$ cat config.mk
export PLATFORM = sky130hd
export DESIGN_NAME = uart_imem_loader_flat
export DESIGN_NICKNAME = d
export VERILOG_FILES = /design/src/rtl/uart_imem_loader_if.sv /design/src/rtl/uart_imem_loader.sv /design/src/flat_wrapper.sv
export SDC_FILE = /design/constraint.sdc
export NUM_CORES = 1
export LEC_CHECK = 0
export CAP_MARGIN = 15
export CORE_MARGIN = 4
export CORE_UTILIZATION = 46
export DETAILED_ROUTE_END_ITERATION = 8
export PLACE_DENSITY = 0.66
export SYNTH_ARGS = -nofsm -noshare
export SYNTH_HDL_FRONTEND = slang
export SYNTH_SLANG_ARGS = --single-unit
export TNS_END_PERCENT = 100
$ cat constraint.sdc
create_clock -name clk -period 12.85 [get_ports clk]
set_input_delay 2.57 -clock clk [delete_from_list [all_inputs] [get_ports clk]]
set_output_delay 2.57 -clock clk [all_outputs]
set_load 0.1 [all_outputs]
$ cat src/rtl/uart_imem_loader_if.sv
// Instruction-memory write bus driven by the boot loader.
// The master side issues one-cycle write strobes with address and data.
interface uart_imem_loader_if #(
   parameter int AW = 10
);
   logic          imem_we;
   logic [AW-1:0] imem_addr;
   logic [31:0]   imem_wdata;

   modport master (
      output imem_we,
      output imem_addr,
      output imem_wdata
   );

   modport slave (
      input imem_we,
      input imem_addr,
      input imem_wdata
   );
endinterface

$ cat src/rtl/uart_imem_loader.sv
// UART boot loader: writes a framed image into imem, then releases core_rst.
// Define LOADER_CHECKSUM_EN to require a trailing XOR checksum byte.
module uart_imem_loader #(
   parameter int         CLK_FREQ_HZ = 50_000_000,
   parameter int         BAUD        = 115_200,
   parameter int         IMEM_DEPTH  = 1024,
   parameter logic [7:0] SYNC_BYTE   = 8'hA5
) (
   input  logic               clk,
   input  logic               rst,
   input  logic               rx,
   uart_imem_loader_if.master imem,
   output logic               core_rst,
   output logic               load_done,
   output logic               load_error
);
   localparam int AW  = $clog2(IMEM_DEPTH);
   localparam int CPB = CLK_FREQ_HZ / BAUD;
   localparam int CW  = $clog2(CPB);
   localparam logic [CW-1:0] CPB_M1  = CW'(CPB - 1);
   localparam logic [CW-1:0] HALF_M1 = CW'(CPB / 2 - 1);

   typedef enum logic [1:0] {
      RX_IDLE, RX_START, RX_DATA, RX_STOP
   } rx_state_t;

   typedef enum logic [2:0] {
      S_WAIT_SYNC, S_LEN_LO, S_LEN_HI, S_DATA,
`ifdef LOADER_CHECKSUM_EN
      S_CHK,
`endif
      S_DONE, S_ERROR
   } ld_state_t;

   logic          r_rx_s1;
   logic          r_rx_s2;
   logic          r_rx_prev;
   rx_state_t     r_rx_state;
   logic [CW-1:0] r_cnt;
   logic [2:0]    r_bit;
   logic [7:0]    r_shift;
   logic          r_byte_valid;
   logic          r_frame_err;

   ld_state_t     r_state;
   logic [7:0]    r_len_lo;
   logic [15:0]   r_left;
   logic [1:0]    r_bcnt;
   logic [23:0]   r_asm;
   logic [AW-1:0] r_addr;
   logic [31:0]   r_wdata;
   logic          r_we;
   logic          r_core_rst;
   logic          r_done;
   logic          r_err;
`ifdef LOADER_CHECKSUM_EN
   logic [7:0]    r_xor;
`endif

   logic [15:0]   w_len;
   logic          w_len_big;

   assign w_len     = {r_shift, r_len_lo};
   assign w_len_big = int'(w_len) > IMEM_DEPTH;

   // r_shift holds the received byte while r_byte_valid is high
   always_ff @(posedge clk or posedge rst) begin
      if (rst) begin
         r_rx_s1      <= 1'b1;
         r_rx_s2      <= 1'b1;
         r_rx_prev    <= 1'b1;
         r_rx_state   <= RX_IDLE;
         r_cnt        <= '0;
         r_bit        <= '0;
         r_shift      <= '0;
         r_byte_valid <= 1'b0;
         r_frame_err  <= 1'b0;
      end else begin
         r_rx_s1      <= rx;
         r_rx_s2      <= r_rx_s1;
         r_rx_prev    <= r_rx_s2;
         r_byte_valid <= 1'b0;
         r_frame_err  <= 1'b0;
         unique case (r_rx_state)
            RX_IDLE: begin
               if (r_rx_prev && !r_rx_s2) begin
                  r_cnt      <= '0;
                  r_rx_state <= RX_START;
               end
            end
            RX_START: begin
               if (r_cnt == HALF_M1) begin
                  r_cnt      <= '0;
                  r_bit      <= '0;
                  r_rx_state <= r_rx_s2 ? RX_IDLE : RX_DATA;
               end else begin
                  r_cnt <= r_cnt + 1'b1;
               end
            end
            RX_DATA: begin
               if (r_cnt == CPB_M1) begin
                  r_cnt   <= '0;
                  r_shift <= {r_rx_s2, r_shift[7:1]};
                  r_bit   <= r_bit + 1'b1;
                  if (r_bit == 3'd7) r_rx_state <= RX_STOP;
               end else begin
                  r_cnt <= r_cnt + 1'b1;
               end
            end
            RX_STOP: begin
               if (r_cnt == CPB_M1) begin
                  r_cnt        <= '0;
                  r_rx_state   <= RX_IDLE;
                  r_byte_valid <= r_rx_s2;
                  r_frame_err  <= !r_rx_s2;
               end else begin
                  r_cnt <= r_cnt + 1'b1;
               end
            end
            default: r_rx_state <= RX_IDLE;
         endcase
      end
   end

   always_ff @(posedge clk or posedge rst) begin
      if (rst) begin
         r_state    <= S_WAIT_SYNC;
         r_len_lo   <= '0;
         r_left     <= '0;
         r_bcnt     <= '0;
         r_asm      <= '0;
         r_addr     <= '0;
         r_wdata    <= '0;
         r_we       <= 1'b0;
         r_core_rst <= 1'b1;
         r_done     <= 1'b0;
         r_err      <= 1'b0;
`ifdef LOADER_CHECKSUM_EN
         r_xor      <= '0;
`endif
      end else begin
         r_we <= 1'b0;
         unique case (r_state)
            S_WAIT_SYNC: begin
               if (r_byte_valid && r_shift == SYNC_BYTE)
                  r_state <= S_LEN_LO;
            end
            S_LEN_LO: begin
               if (r_frame_err) begin
                  r_state <= S_ERROR;
                  r_err   <= 1'b1;
               end else if (r_byte_valid) begin
                  r_len_lo <= r_shift;
                  r_state  <= S_LEN_HI;
               end
            end
            S_LEN_HI: begin
               if (r_frame_err || (r_byte_valid && w_len_big)) begin
                  r_state <= S_ERROR;
                  r_err   <= 1'b1;
               end else if (r_byte_valid && w_len == 16'd0) begin
`ifdef LOADER_CHECKSUM_EN
                  r_state    <= S_CHK;
`else
                  r_state    <= S_DONE;
                  r_core_rst <= 1'b0;
                  r_done     <= 1'b1;
`endif
               end else if (r_byte_valid) begin
                  r_left  <= w_len;
                  r_bcnt  <= '0;
                  r_state <= S_DATA;
               end
            end
            S_DATA: begin
               if (r_frame_err) begin
                  r_state <= S_ERROR;
                  r_err   <= 1'b1;
               end else if (r_we) begin
                  // the write has been issued; advance to the next word
                  r_addr <= r_addr + 1'b1;
                  r_left <= r_left - 1'b1;
                  if (r_left == 16'd1) begin
`ifdef LOADER_CHECKSUM_EN
                     r_state    <= S_CHK;
`else
                     r_state    <= S_DONE;
                     r_core_rst <= 1'b0;
                     r_done     <= 1'b1;
`endif
                  end
               end else if (r_byte_valid) begin
`ifdef LOADER_CHECKSUM_EN
                  r_xor <= r_xor ^ r_shift;
`endif
                  r_bcnt <= r_bcnt + 1'b1;
                  if (r_bcnt == 2'd3) begin
                     r_we    <= 1'b1;
                     r_wdata <= {r_shift, r_asm};
                  end else begin
                     r_asm <= {r_shift, r_asm[23:8]};
                  end
               end
            end
`ifdef LOADER_CHECKSUM_EN
            S_CHK: begin
               if (r_frame_err || (r_byte_valid && r_shift != r_xor)) begin
                  r_state <= S_ERROR;
                  r_err   <= 1'b1;
               end else if (r_byte_valid) begin
                  r_state    <= S_DONE;
                  r_core_rst <= 1'b0;
                  r_done     <= 1'b1;
               end
            end
`endif
            S_DONE:  ;
            S_ERROR: ;
            default: begin
               r_state <= S_ERROR;
               r_err   <= 1'b1;
            end
         endcase
      end
   end

   assign imem.imem_we    = r_we;
   assign imem.imem_addr  = r_addr;
   assign imem.imem_wdata = r_wdata;
   assign core_rst        = r_core_rst;
   assign load_done       = r_done;
   assign load_error      = r_err;
endmodule
$ cat src/flat_wrapper.sv
// flat-port wrapper written by rule: the top's interface ports become plain ports
module uart_imem_loader_flat 
#(
   parameter int         CLK_FREQ_HZ = 50_000_000,
   parameter int         BAUD        = 115_200,
   parameter int         IMEM_DEPTH  = 1024,
   parameter logic [7:0] SYNC_BYTE   = 8'hA5
)
  (clk, rst, rx, core_rst, load_done, load_error, imem_imem_we, imem_imem_addr, imem_imem_wdata);
  uart_imem_loader_if imem_i ();
  input  logic clk;
  input  logic rst;
  input  logic rx;
  output logic core_rst;
  output logic load_done;
  output logic load_error;
  output wire logic [$bits(imem_i.imem_we)-1:0] imem_imem_we;
  output wire logic [$bits(imem_i.imem_addr)-1:0] imem_imem_addr;
  output wire logic [$bits(imem_i.imem_wdata)-1:0] imem_imem_wdata;
  assign imem_imem_we = imem_i.imem_we;
  assign imem_imem_addr = imem_i.imem_addr;
  assign imem_imem_wdata = imem_i.imem_wdata;
  uart_imem_loader #(.CLK_FREQ_HZ(CLK_FREQ_HZ), .BAUD(BAUD), .IMEM_DEPTH(IMEM_DEPTH), .SYNC_BYTE(SYNC_BYTE)) u_core (.clk(clk), .rst(rst), .rx(rx), .imem(imem_i), .core_rst(core_rst), .load_done(load_done), .load_error(load_error));
endmodule
**Run 1: signal wires on met1**

Bar = 20 µm.
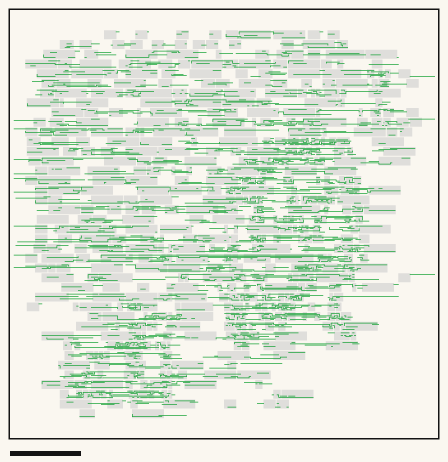
nets with wire on the layer	514
share of all routed wire	47%
main direction	horizontal
wire length on this layer	5820 µm

**Run 1: metal 2**

Bar = 20 µm.
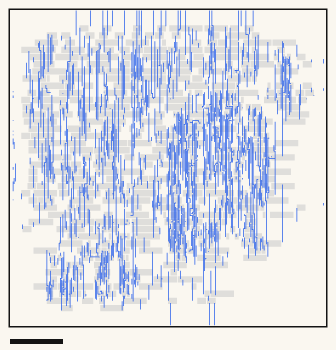
nets with wire on the layer	492
longest straight run	43.5 µm
main direction	vertical
met2 Track Usage GR: 28.9%
via count: 4096
final wirelength: 12400 µm

**Run 1: the metal 3 layer**

Bar = 20 µm.
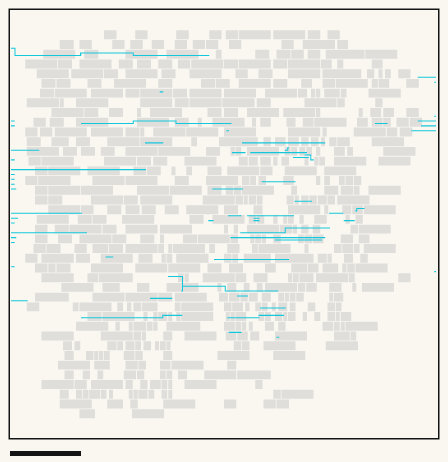
longest straight run	37.5 µm
nets with wire on the layer	48

**Run 1: routing congestion map**

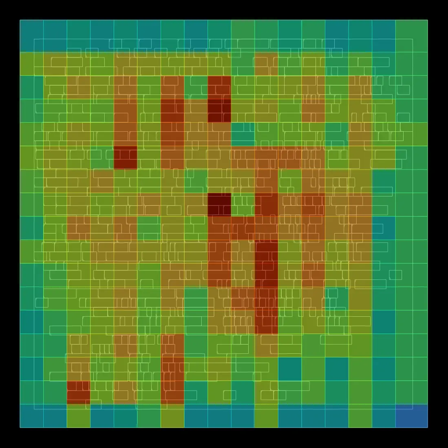
Core Util, Final: 57.9%
DR WL/cell: 17.2 µm

==> impl_metrics.toml, run 1 <==
# synthesis and place-and-route metrics
[run_status]
status = "finished, final reports clean"

[placed_design]
io_buffers = 48
hpwl_um = 7990
dpl.cell_count = 690
gp_congestion = 0.891

[floorplan]
core_area_mm2 = 0.0121
die_h_um = 120
dieArea_mm2 = 0.0144
die_w_um = 120
ios = 49
rows = 40
fp-utilization_pct = 47.5

[hold_path]
hp-class = "flop to flop"
min_from = "u_core.r_rx_s1$_DFF_PP1_"

[worst_setup_path]
cp-end-kind = "output pin"
worstPathCellList = "clkdlybuf4s50_1"
cp.arrival_ns = 2.06
crit_type = "flop to output pin"
cp_slowest_cell = "clkdlybuf4s50_1"
critPathLaunch = "u_core.core_rst$_DFFE_PP1P_"
crit_buf_inv = 1
path_max_fanout = 2
r2r_start = "u_core.r_shift[0]$_DFFE_PP0P_"
worstPathRequired_ns = 10.28
path_delay_family = "buffers and inverters"
start_kind = "flop"
cp_slowest_stage_delay_ns = 1.12

[timing]
hold_viol_final = 0
period_used_pct = 36.0
setup_viol = 0
fin_crit_ns = 4.63
maxSlewViolCount = 0
slew_headroom_pct = 29.4
tns_ns = 0
tightest_slew_ns = 1.06
maxClockFrequency_mhz = 216
whs_ns = 0.361
rsz0062_at_grt = "false"
skew_ns = 0.00570

[synth]
top_area_cell = "dfrtp_1"
synth_warnings = 0
avgSynthCellArea_um2 = 11.7
syn_nets = 504
yosys_area_mm2 = 0.00575
ys_seq_share_pct = 54.9
topCellsByArea = "dfrtp_1, mux2_2, o21ai_0"
mux_share_pct = 14.0
synth_flop_count = 126
syn-instance-count = 492
top_logic_kind = "multiplexers"
synth-simple-area-share_pct = 13.5
synth_cell_types = 59
yosys.area.top_type_share_pct = 53.1
synthArstFlopShare_pct = 100
synth-compound-area-share_pct = 11.1
ys_cells = 492
syn_area_mm2 = 0.00575
ys_sh_adder_pct = 1.96
ys.flop_type = "dfrtp_1"
xor_share_pct = 1.83
edf_count = 0

[flow_run]
tool_warnings = 29
drv_cap = 0

[grt]
grt_max_degree = 67
overflow = 0
grt_use_total_pct = 18.4
grt_pass1_vias = 4184
antenna_found_initial = 0
grt_pass1_wl_um = 21200

[final_layout]
antenna-diode-count = 0
layoutNonFillerInstCount = 722
area_growth_pct = 21.8
nets = 553
final_cell_mix = "dfrtp_1, mux2_2, clkdlybuf4s50_1, nand2_1, o21ai_0"
fillers = 1035
layout_top_cell = "dfrtp_1"
drive_gt1_share_pct = 21.5

[route]
drc_errors = 0
first_iter_violations = 240
ant_nets = 0
dr.pass1.iters = 4
vias_per_cell = 5.67

[power]
seq_power_share_pct = 43.9
p_comb_share_pct = 3.4
swShare_pct = 21.2
power.density_mw_per_mm2 = 137
net-switching-power_uw = 203
internal_power_uw = 755
peakVddDrop_mv = 0.132
power.leakage_uw = 0.00327
clkPwrFrac_pct = 52.7

[clocking]
post_cts_resized = 0
root_buffer = "clkbuf_16"
clkTransAtPathRegs_ns = 0.06
clock_sinks = 126
cts_tree = "built"
post-cts-setup-buffers = 0
clk_latency_ns = 0.41
htree_num_levels = 4
cts.path.max_buffers = 2
cts_buffers = 17
postCtsHoldBufs = 0
[run 1: final timing paths]
| check | end | slack, ns | depth (start not counted) |
|---|---|---|---|
| min in group asynchronous | u_core.r_rx_state[0]$_DFFE_PP0P_ | 2.66 | 2 |
| max in group asynchronous | u_core.r_shift[0]$_DFFE_PP0P_ | 8.90 | 3 |
| worst max register to register | u_core.r_left[6]$_DFFE_PP0P_ | 10.08 | 5 |
| worst min register to register | u_core.r_rx_s2$_DFF_PP1_ | 0.36 | 0 |
| worst min-delay path | u_core.r_rx_s2$_DFF_PP1_ | 0.36 | 0 |
| worst max-delay path | core_rst | 8.22 | 1 |
[run 1: logic make-up after synthesis]
family                   after synthesis
buffers and inverters                 38
adder cells (fa/ha/maj)                9
AND-OR/OR-AND                         96
XOR/XNOR                              12
flip-flops                           126
multiplexers                          72
AND/OR/NAND/NOR                      139
[run 1: final cells by class]
cell class	instances	area (µm²)	share of cell area, %
tap	168	210	3.00
clock buffer	22	464	6.62
clock inverter	10	160	2.28
multi-input combinational	328	2450	34.9
inverter	17	66.3	0.946
sequential	126	3160	45.1
timing repair buffer	51	503	7.18
[run 1: synth_stat cells, drive strengths merged (7+ instances only)]
| cell type | count |
|---|---|
| nand3 | 16 |
| and3 | 8 |
| nand4 | 7 |
| nor4 | 9 |
| o22ai | 7 |
| a21oi | 13 |
| inv | 17 |
| dfrtp | 122 |
| mux2 | 69 |
| ha | 9 |
| nor2b | 7 |
| nand2 | 30 |
| clkbuf | 18 |
| nor3 | 8 |
| xnor2 | 10 |
| o21ai | 25 |
| a31oi | 12 |
| nor2 | 23 |
[run 1: through the flow]
step                      setup slack [ns]  cell area (µm²)  power, µW  util [%]
after detailed placement              8.35             6380        461      52.7
final                                 8.22             7010        958      57.9
after CTS                             8.20             7010        970      57.9
after global routing                  8.18             7010        994      57.9
after floorplan                       6.93             5750        449         -
after global placement                8.39             6380        458      52.7
[run 1: routing by layer]
metal | global-route usage [%] | part of all wire (%)
met2 | 28.9 | 48
met1 | 24.9 | 47
met5 | 0 | 0
met3 | 5.37 | 4.2
met4 | 5.58 | 1.2
[run 1: power groups by stage]
stage	clock [µW]	sequential (µW)	combinational, µW
floorplan	0	423	25.8
global route	532	422	38.8
global placement	0	427	31.4
finish	505	421	32.4
CTS	516	421	33.5
detailed placement	0	428	33.5
[run 1: registers in the layout, indices dropped and copies added, names as in the netlist, 2 cells and up, named ones only]
register and count:
u_core.imem.imem_addr 10, u_core.r_shift 8, u_core.r_asm 24, u_core.r_state 3, u_core.r_left 16, u_core.r_cnt 9
u_core.r_bit 3, u_core.r_bcnt 2, u_core.r_len_lo 8, u_core.imem.imem_wdata 32
## Run 2: what changed since run 1
--- a/config.mk
+++ b/config.mk
@@ -9,7 +9,7 @@
 export CORE_MARGIN = 4
 export CORE_UTILIZATION = 46
 export DETAILED_ROUTE_END_ITERATION = 8
-export PLACE_DENSITY = 0.66
+export PLACE_DENSITY = 0.68
 export SYNTH_ARGS = -nofsm -noshare
 export SYNTH_HDL_FRONTEND = slang
 export SYNTH_SLANG_ARGS = --single-unit
==> constraint.sdc (replaced) <==
create_clock -name clk -period 3.72 [get_ports clk]
set_input_delay 0.744 -clock clk [delete_from_list [all_inputs] [get_ports clk]]
set_output_delay 0.744 -clock clk [all_outputs]
set_load 0.1 [all_outputs]
**Run 2: metal 2**

Bar = 20 µm.
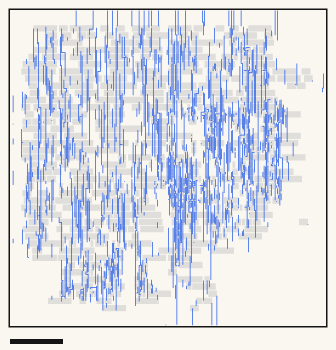
nets with wire on the layer	493
share of all routed wire	48%
main direction	vertical
wire length on this layer	5890 µm
via count: 4120
met2 Track Usage GR: 27.9%
final wirelength: 12400 µm

**Run 2: signal wires on met1**

Bar = 20 µm.
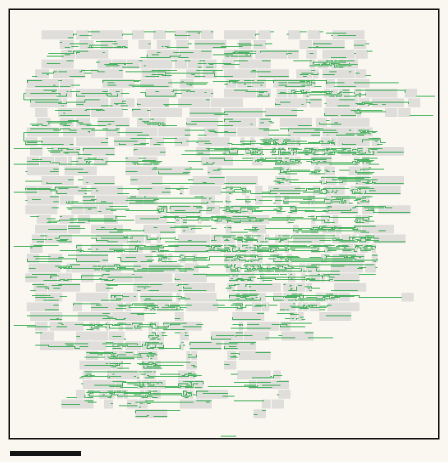
longest straight run	23.9 µm
nets with wire on the layer	519
M1 GR Usage: 23.7%

==> impl_metrics.toml, run 2 <==
# synthesis and place-and-route metrics
[run_status]
status = "finished, final reports clean"

[worst_setup_path]
r2r-end = "u_core.r_left[6]$_DFFE_PP0P_"
start_kind = "flop"
worstPathCellList = "clkdlybuf4s50_1"
path_delay_family = "buffers and inverters"
rr_worst_depth = 5
crit_type = "flop to output pin"
worstPathRequired_ns = 2.98
r2r_start = "u_core.r_shift[0]$_DFFE_PP0P_"
cp_slowest_cell = "clkdlybuf4s50_1"
path_max_fanout = 2
cp.arrival_ns = 2.06
rrSetupSlack_ns = 1.02
crit_buf_inv = 1
cp-end-kind = "output pin"
cp_slowest_stage_delay_ns = 1.12

[final_layout]
antenna-diode-count = 0
largest_register_ffs = 32
drive_gt1_share_pct = 21.9
layout_top_cell = "dfrtp_1"
nets = 555
final_cell_mix = "dfrtp_1, mux2_2, clkdlybuf4s50_1, nand2_1, o21ai_0"
area_growth_pct = 22.3
fillers = 1032

[floorplan]
rows = 40
die_h_um = 120
dieArea_mm2 = 0.0144
core_area_mm2 = 0.0121
ios = 49
fp-utilization_pct = 47.5
die_w_um = 120

[route]
dr_wl_met2_um = 5890
vias_per_cell = 5.69
first_iter_violations = 348
wire_per_inst_um = 17.1
m1WireLength_um = 5530
drc_errors = 0
wl_met3_um = 750
topRoutingLayerUsed = "met4"
ant_nets = 0
dr.pass1.iters = 4

[clocking]
htree_num_levels = 4
root_buffer = "clkbuf_16"
post-cts-setup-buffers = 0
clkTransAtPathRegs_ns = 0.06
clk_latency_ns = 0.41
cts_buffers = 17
cts.path.max_buffers = 2
post_cts_resized = 0
postCtsHoldBufs = 0
clock_sinks = 126
cts_tree = "built"

[power]
internal_power_uw = 2530
p_comb_share_pct = 3.5
swShare_pct = 22.2
clkPwrFrac_pct = 51.9
power.leakage_uw = 0.00326
net-switching-power_uw = 721
seq_power_share_pct = 44.6
power.density_mw_per_mm2 = 462
peakVddDrop_mv = 0.359

[timing]
slew_headroom_pct = 31.2
period_used_pct = 75.3
hold_viol_final = 0
tightest_slew_ns = 1.03
maxSlewViolCount = 0
rsz0062_at_grt = "false"
skew_ns = 0.0115
whs_ns = 0.359
setup_viol = 0
tns_ns = 0
maxClockFrequency_mhz = 357
fin_crit_ns = 2.80

[hold_path]
hp-class = "flop to flop"
min_path_cells = 0
min_delay_worst_endpoint = "u_core.r_rx_s2$_DFF_PP1_"
min_from = "u_core.r_rx_s1$_DFF_PP1_"

[synth]
syn-instance-count = 492
ys_cells = 492
ys.flop_type = "dfrtp_1"
common_cells = "dfrtp_1, mux2_2, nand2_1"
synth_warnings = 0
topCellsByArea = "dfrtp_1, mux2_2, o21ai_0"
edf_count = 0
synthArstFlopShare_pct = 100
top_area_cell = "dfrtp_1"
avgSynthCellArea_um2 = 11.7
syn_area_mm2 = 0.00575
synth_flop_count = 126
synth.most_common_cell = "dfrtp_1"
synth_cell_types = 59
syn_nets = 504
ys_seq_share_pct = 54.9
yosys_area_mm2 = 0.00575
yosys.area.top_type_share_pct = 53.1

[grt]
grt_max_degree = 51
antenna_found_initial = 0
overflow = 0
grt_pass1_vias = 4181
grt_pass1_wl_um = 20800

[flow_run]
tool_warnings = 29
drv_cap = 0

[placed_design]
io_buffers = 48
gp_congestion = 0.897
hpwl_um = 8180
**Run 2: routing congestion map**

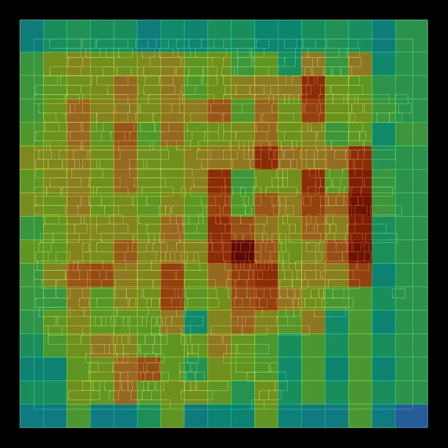
Core Util, Final: 58.1%
all-layer global routing usage: 18.2%
Top Usage Layer GRT: met2

[run 2: stage by stage]
stage	cell area [µm²]	instances	utilization (%)	total power, µW	setup WS [ns]
6_report	7040	724	58.1	3250	0.917
5_1_grt	7040	724	58.1	3370	0.859
4_1_cts	7040	724	58.1	3280	0.894
3_5_place_dp	6430	692	53.1	1590	1.07
3_3_place_gp	6430	692	53.1	1590	1.13
2_1_floorplan	5760	492	-	1550	1.18
[run 2: per-layer routing]
metal	track usage, %	vias to the layer above
li1	-	1923
met1	23.7	2062
met2	27.9	114
met3	6.36	21
met4	7.30	0
met5	0	-
[run 2: logic make-up (layout without fill, tap and decap cells)]
kind of cell / after synthesis / count (layout) / share of synthesized area [%]
simple gates: 139 / 139 / 13.5
flops: 126 / 126 / 54.9
compound gates: 96 / 96 / 11.1
mux: 72 / 72 / 14.0
buf+inv: 38 / 102 / 2.65
xor+xnor: 12 / 12 / 1.83
fa+ha+maj: 9 / 9 / 1.96
[run 2: layout make-up]
class | instances | area, µm² | share of cell area [%]
sequential | 126 | 3160 | 44.9
inverter | 17 | 67.6 | 0.960
timing repair buffer | 53 | 543 | 7.72
tap | 168 | 210 | 2.99
clock inverter | 12 | 163 | 2.31
clock buffer | 20 | 447 | 6.35
multi-input combinational | 328 | 2450 | 34.8
[run 2: how the worst max path moves through the flow]
| stage | to | slack [ns] | start | cells after the start |
|---|---|---|---|---|
| 6_report | core_rst | 0.92 | u_core.core_rst$_DFFE_PP1P_ | 1 |
| 5_1_grt | imem_imem_we | 0.86 | u_core.imem.imem_we$_DFF_PP0_ | 1 |
| 4_1_cts | core_rst | 0.89 | u_core.core_rst$_DFFE_PP1P_ | 1 |
| 3_5_place_dp | u_core.r_left[6]$_DFFE_PP0P_ | 1.07 | u_core.r_shift[0]$_DFFE_PP0P_ | 5 |
| 3_3_place_gp | u_core.r_left[6]$_DFFE_PP0P_ | 1.13 | u_core.r_shift[0]$_DFFE_PP0P_ | 5 |
| 2_1_floorplan | u_core.r_asm[0]$_DFFE_PP0P_ | 1.18 | u_core.imem.imem_we$_DFF_PP0_ | 4 |
[run 2: power groups by stage]
stage / logic [µW] / clock network, µW / registers [µW]
after floorplan: 89.4 / 0 / 1460
after global placement: 113 / 0 / 1470
after detailed placement: 118 / 0 / 1470
after CTS: 118 / 1720 / 1450
after global routing: 132 / 1780 / 1460
final: 114 / 1690 / 1450
Power figures rest on the tool's default switching activity, not on a simulated workload.
